<file path="src/rtl/spi_xfer_sched.sv">
// rtl/spi_xfer_sched.sv - round-robin scheduler sharing one SPI master between N_REQ requesters
//
// Ports:
//   clk, rst_n               clock, asynchronous active-low reset
//   req / req_data           per-requester request level and tx byte (byte i at [8i+7:8i])
//   gnt                      one-hot single-cycle pulse when a request is accepted
//   rsp_valid/id/data/err    single-cycle response: received byte, or timeout abort
//   busy                     high whenever a transfer is in flight
//   sfrwe/sfraddr_w/spidata_o  SFR write port towards the SPI master
//   sfraddr_r/sfr_data_i     SFR read port; read data arrives one cycle after the address
//   spssn_o                  active-low chip selects, requester i owns bit i
module spi_xfer_sched #(
    parameter int         N_REQ   = 4,
    parameter logic [7:0] CR1_CFG = 8'h10,
    parameter logic [7:0] BR_CFG  = 8'h03,
    parameter int         TIMEOUT = 1023
) (
    input  logic               clk,
    input  logic               rst_n,
    input  logic [N_REQ-1:0]   req,
    input  logic [8*N_REQ-1:0] req_data,
    output logic [N_REQ-1:0]   gnt,
    output logic               rsp_valid,
    output logic [2:0]         rsp_id,
    output logic [7:0]         rsp_data,
    output logic               rsp_err,
    output logic               busy,
    output logic               sfrwe,
    output logic [2:0]         sfraddr_w,
    output logic [2:0]         sfraddr_r,
    output logic [7:0]         spidata_o,
    input  logic [7:0]         sfr_data_i,
    output logic [7:0]         spssn_o
);

    localparam int TW = $clog2(TIMEOUT + 1);

    typedef enum logic [3:0] {
        S_IDLE, S_WR_CR1, S_WR_BR, S_WR_DR, S_POLL_LO,
        S_POLL_HI, S_RD_ADR, S_RD_DAT, S_ERR
    } state_t;

    state_t           state_q, state_d;
    logic [2:0]       ptr_q, ptr_d;
    logic [2:0]       w_q, w_d;
    logic [7:0]       tx_q, tx_d;
    logic [TW-1:0]    tmo_q, tmo_d;
    logic [N_REQ-1:0] gnt_q, gnt_d;
    logic [2:0]       raddr_q, raddr_d;

    logic             found;
    logic [2:0]       pick;
    logic [7:0]       pick_data;

    // Search ptr..N_REQ-1 first, then wrap to 0..ptr-1.
    always_comb begin
        found     = 1'b0;
        pick      = 3'd0;
        pick_data = 8'h00;
        for (int i = 0; i < N_REQ; i++) begin
            if (!found && req[i] && (3'(i) >= ptr_q)) begin
                found     = 1'b1;
                pick      = 3'(i);
                pick_data = req_data[8*i +: 8];
            end
        end
        for (int i = 0; i < N_REQ; i++) begin
            if (!found && req[i]) begin
                found     = 1'b1;
                pick      = 3'(i);
                pick_data = req_data[8*i +: 8];
            end
        end
    end

    always_comb begin
        state_d   = state_q;
        ptr_d     = ptr_q;
        w_d       = w_q;
        tx_d      = tx_q;
        tmo_d     = tmo_q;
        gnt_d     = '0;
        raddr_d   = raddr_q;
        sfrwe     = 1'b0;
        sfraddr_w = 3'd0;
        spidata_o = 8'h00;
        rsp_valid = 1'b0;
        rsp_err   = 1'b0;
        rsp_data  = 8'h00;
        case (state_q)
            S_IDLE: begin
                if (found) begin
                    for (int i = 0; i < N_REQ; i++) begin
                        gnt_d[i] = (3'(i) == pick);
                    end
                    w_d     = pick;
                    tx_d    = pick_data;
                    ptr_d   = (pick == 3'(N_REQ - 1)) ? 3'd0 : pick + 3'd1;
                    state_d = S_WR_CR1;
                end
            end
            S_WR_CR1: begin
                sfrwe     = 1'b1;
                sfraddr_w = 3'd0;
                spidata_o = CR1_CFG | 8'h10;
                state_d   = S_WR_BR;
            end
            S_WR_BR: begin
                sfrwe     = 1'b1;
                sfraddr_w = 3'd2;
                spidata_o = BR_CFG;
                state_d   = S_WR_DR;
            end
            S_WR_DR: begin
                sfrwe     = 1'b1;
                sfraddr_w = 3'd3;
                spidata_o = tx_q;
                tmo_d     = '0;
                state_d   = S_POLL_LO;
            end
            S_POLL_LO: begin
                raddr_d = 3'd3;
                tmo_d   = tmo_q + TW'(1);
                // tmo_q==0 marks the first poll cycle, whose read data still
                // belongs to the address presented before polling started.
                if (tmo_q != '0 && !sfr_data_i[0]) begin
                    state_d = S_POLL_HI;
                end else if (tmo_q == TW'(TIMEOUT - 1)) begin
                    state_d = S_ERR;
                end
            end
            S_POLL_HI: begin
                raddr_d = 3'd3;
                tmo_d   = tmo_q + TW'(1);
                if (sfr_data_i[0]) begin
                    state_d = S_RD_ADR;
                end else if (tmo_q == TW'(TIMEOUT - 1)) begin
                    state_d = S_ERR;
                end
            end
            S_RD_ADR: begin
                raddr_d = 3'd5;
                state_d = S_RD_DAT;
            end
            S_RD_DAT: begin
                rsp_valid = 1'b1;
                rsp_data  = sfr_data_i;
                state_d   = S_IDLE;
            end
            S_ERR: begin
                rsp_valid = 1'b1;
                rsp_err   = 1'b1;
                state_d   = S_IDLE;
            end
            default: state_d = S_IDLE;
        endcase
    end

    always_comb begin
        spssn_o = 8'hFF;
        if (state_q != S_IDLE && state_q != S_ERR) begin
            spssn_o = ~(8'h01 << w_q);
        end
    end

    assign sfraddr_r = raddr_d;
    assign rsp_id    = rsp_valid ? w_q : 3'd0;
    assign busy      = (state_q != S_IDLE);
    assign gnt       = gnt_q;

    always_ff @(posedge clk or negedge rst_n) begin
        if (!rst_n) begin
            state_q <= S_IDLE;
            ptr_q   <= 3'd0;
            w_q     <= 3'd0;
            tx_q    <= 8'h00;
            tmo_q   <= '0;
            gnt_q   <= '0;
            raddr_q <= 3'd0;
        end else begin
            state_q <= state_d;
            ptr_q   <= ptr_d;
            w_q     <= w_d;
            tx_q    <= tx_d;
            tmo_q   <= tmo_d;
            gnt_q   <= gnt_d;
            raddr_q <= raddr_d;
        end
    end

endmodule

</file>
<file path="config.mk">
export PLATFORM = sky130hd
export DESIGN_NAME = spi_xfer_sched
export DESIGN_NICKNAME = d
export VERILOG_FILES = /design/src/rtl/spi_xfer_sched.sv
export SDC_FILE = /design/constraint.sdc
export NUM_CORES = 1
export LEC_CHECK = 0
export CAP_MARGIN = 20
export CORE_MARGIN = 5
export CORE_UTILIZATION = 26
export DETAILED_ROUTE_END_ITERATION = 7
export MAX_ROUTING_LAYER = met4
export PLACE_DENSITY = 0.6
export SYNTH_ARGS = -nofsm -noshare
export SYNTH_HDL_FRONTEND = slang
export SYNTH_SLANG_ARGS = --single-unit
export TNS_END_PERCENT = 5
</file>
<file path="constraint.sdc">
create_clock -name clk -period 2 [get_ports clk]
set_input_delay 0.5 -clock clk [delete_from_list [all_inputs] [get_ports clk]]
set_output_delay 0.5 -clock clk [all_outputs]
set_load 0.1 [all_outputs]
</file>
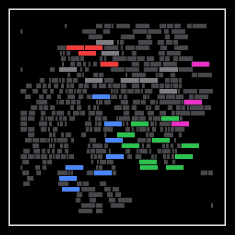
Fig. 1. Sequential cells coloured by netlist name.
Scale: 2 px per um. Other sequential cells in the stronger grey, the rest of the logic in the fainter grey.
- green: tmo_q (flops 10)
- red: gnt (flops 4)
- magenta: raddr_q (flops 3)
- blue: tx_q (flops 8)
- not coloured: 8
flop share of the area: 19.1%
Finished Core Util: 47.0%
FF/Latch Area: 828 um2

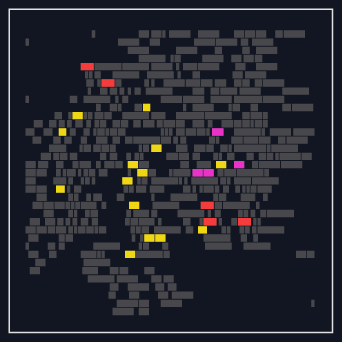
Fig. 2. Gate-type map.
Scale: 3 px per um.
- magenta: multiplexers (cells 4)
- red: adder and majority cells (cells 5)
- yellow: AND-OR and OR-AND gates (cells 14)
Non-Filler Instances: 551
most frequent logic cell in the layout: buf_4

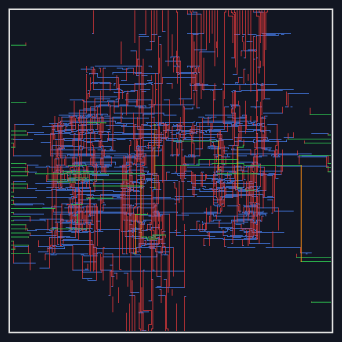
Fig. 3. Routed metal, one colour a layer.
Scale: 3 px per um.
- blue: met1 (wire length 3330 um)
- red: met2 (wire length 4130 um)
- green: met3 (wire length 442 um)
- orange: met4 (wire length 109 um)
WL/cell: 14.5 um
GRT Overall Usage: 15.1%
Routed WL: 8020 um

-- final cells by class --
class	count	area (um2)	share of cell area, %
clock buffers	7	86.3	1.99
repair buffers	132	1570	36.1
clock inverters	1	30.0	0.691
well taps	129	161	3.71
flip-flops and latches	33	828	19.1
multi-input cells	236	1620	37.2
inverters	13	56.3	1.30
-- through the flow --
step                hold slack, ps  power, uW  std cells
global route                   513       7480        551
global placement               476       6120        540
CTS                            501       7030        551
floorplan                      204       4270        305
finish                         495       7070        551
detailed placement             480       6170        540
-- cells by family (layout without fill, tap and decap cells) --
logic type	count (synthesis)	after routing	share of synthesized area [%]
simple gates	139	139	30.4
flops	33	33	33.6
buf+inv	36	153	7.98
other cells	2	6	0.305
xor+xnor	1	1	0.356
compound gates	81	81	23.2
fa+ha+maj	5	5	2.54
mux	4	4	1.68
-- sequential cells by signal, summed over array words and instances, names as in the netlist --
signal,flops
raddr_q,3
ptr_q,2
tmo_q,10
gnt,4
state_q,4
w_q,2
tx_q,8
-- placed cells by master (no fill, tap or decap), types with 3 or more instances in the layout --
master and instances:
o21ai_0 13, a21oi_1 19, conb_1 6, buf_6 5, buf_12 36, a211oi_1 3, nor3_1 3, and2_4 6
inv_1 10, and2_1 4, dfrtp_1 31, clkdlybuf4s50_1 41, o22ai_1 7, ha_1 5, nor2_1 22, o32a_1 4
and2_2 8, nor2_4 4, nor2b_1 4, clkbuf_8 6, nand4_1 4, a221o_1 4, nand2b_1 8, nand3_2 3
a31oi_1 3, mux2i_1 3, nand2_1 30, dlygate4sd2_1 4, buf_4 46, a221oi_2 3, nand3_1 13, a22oi_1 3
-- worst paths after layout --
path                            startpoint    endpoint  slack [ps]  depth (start not counted)
max in group asynchronous            rst_n  state_q[1]        1030                          2
worst max register to register  state_q[3]     tx_q[3]         190                          7
worst min register to register  raddr_q[0]  raddr_q[0]         490                          1
worst max-delay path            state_q[0]   rsp_valid         -70                          6
worst min-delay path            raddr_q[0]  raddr_q[0]         490                          1
min in group asynchronous            rst_n    tmo_q[3]         620                          2
-- timing repair --
item                                    in CTS  in global routing
endpoints found under the setup margin      40                 31
gates resized                               27                  9
hold endpoints to repair                     0                  0
setup buffers                                3                  0
pin swaps                                    4                  0
-- layer usage --
metal / up-vias / part of all wire (%) / global-route usage (%) / routed length [um]
li1: 1313 / - / - / -
met1: 1285 / 42 / 18.1 / 3330
met2: 88 / 52 / 26.0 / 4130
met3: 14 / 5.5 / 2.64 / 441
met4: 0 / 1.3 / 4.29 / 108
met5: - / 0 / - / 0
-- critical path: stages, from the launching register on --
cell	delay, ps
dfrtp_2	470
nand2_1	130
nor2_4	50
buf_12	120
nor2_4	190
clkinvlp_4	140
buf_12	170
-- power by group through the flow --
stage | Combinational [uW] | Clock [uW] | Sequential [uW]
final | 5290 | 660 | 1120
after global routing | 5610 | 704 | 1170
after CTS | 5240 | 667 | 1120
after global placement | 5000 | 0 | 1120
after detailed placement | 5050 | 0 | 1120
after floorplan | 3150 | 0 | 1130
==> flow_metrics.tcl <==
# yosys + openroad results
set metrics [dict create \
    power_frac_clock_pct 9.3 \
    final_antenna_net_count 0 \
    via_per_inst 4.90 \
    clkTransAtPathRegs_ps 70 \
    worstPathRequired_ps 1500 \
    fillers 877 \
    yosysMostFrequentCell "dfrtp_1" \
    synth-main-ff-cell "dfrtp_1" \
    layout_setup_ws_ps -71.6 \
    finalSetupViolCount 24 \
    grt_pass1_wl_um 13700 \
    cp-end-kind "output pin" \
    hold_viol 0 \
    core_area_um2 9240 \
    fmax_mhz 483 \
    place_congestion 0.902 \
    hp-class "reg2reg" \
    ys_ff 33 \
    maxCapViolCount 0 \
    edf_count 0 \
    skew_ps 5.91 \
    cp_max_fo 6 \
    netlist_top_cells_area "dfrtp_1, nand2_1, and2_1" \
    p_leak_uw 0.00184 \
    die.size.y_um 107 \
    path_class "reg2out" \
    antenna_found_initial 0 \
    yosys.area.top_type "dfrtp_1" \
    clk_latency_ps 290 \
    gr-total-overflow 0 \
    cts_buffer_depth 2 \
    insertedDiodeCount 0 \
    status "finished with violations" \
    fp_util_pct 26.6 \
    grt_max_degree 34 \
    cts_root_buf "clkbuf_8" \
    synth_area_per_cell_um2 8.18 \
    maxSlewHeadroom_pct 57.2 \
    drt_iter0_drc 110 \
    nets 472 \
    ys_cells 301 \
    grt_pass1_vias 2826 \
    place_ws_ps -511 \
    drt_pre_antenna_iters 4 \
    yosysSeqAreaShare_pct 33.6 \
    die-area_um2 11500 \
    netlist_instances 301 \
    drv_slew 0 \
    clkSinkCount 33 \
    hold_buffers 0 \
    cts_tree "done" \
    num_rows 35 \
    common_cells "dfrtp_1, nand2_1, nor2_1, a21oi_1, and2_1" \
    fin_setup_tns_ps -939 \
    async_flop_share_pct 100 \
    critical_path_arrival_ps 1570 \
    num_vias 2700 \
    placed_area_um2 4090 \
    rsz0062_at_grt "true" \
    dp_hpwl_um 6580 \
    p_int_uw 3390 \
    pwr-share-seq_pct 15.8 \
    area_growth_pct 76.6 \
    cts_buffers 5 \
    yosys_area_um2 2460 \
    p_per_area_nw_per_um2 1630 \
    synth_cell_types 60 \
    io_buffers 80 \
    worstMarginPinSlew_ps 641 \
    yosysWarnings 0 \
    violations "setup timing" \
    finalCritPeriodShare_pct 104 \
    cts.htree.levels 2 \
    finalCriticalPeriod_ps 2070 \
    synth_area_um2 2460 \
    fp.dieW_um 107 \
    warnings 32 \
    switching_share_pct 52.0 \
    top_cell_area_share_pct 33.6 \
    power.switching_uw 3670 \
    worst_setup_path_start_kind "register" \
    pin_count 87 \
    p_comb_share_pct 74.8 \
    vdd_ir_drop_max_uv 820 \
    drive_above_1_share_pct 35.8 \
    design_area_um2 4350 \
    drc_errors 0 \
]
No activity file was given, so power comes from the tool's default toggle rates.
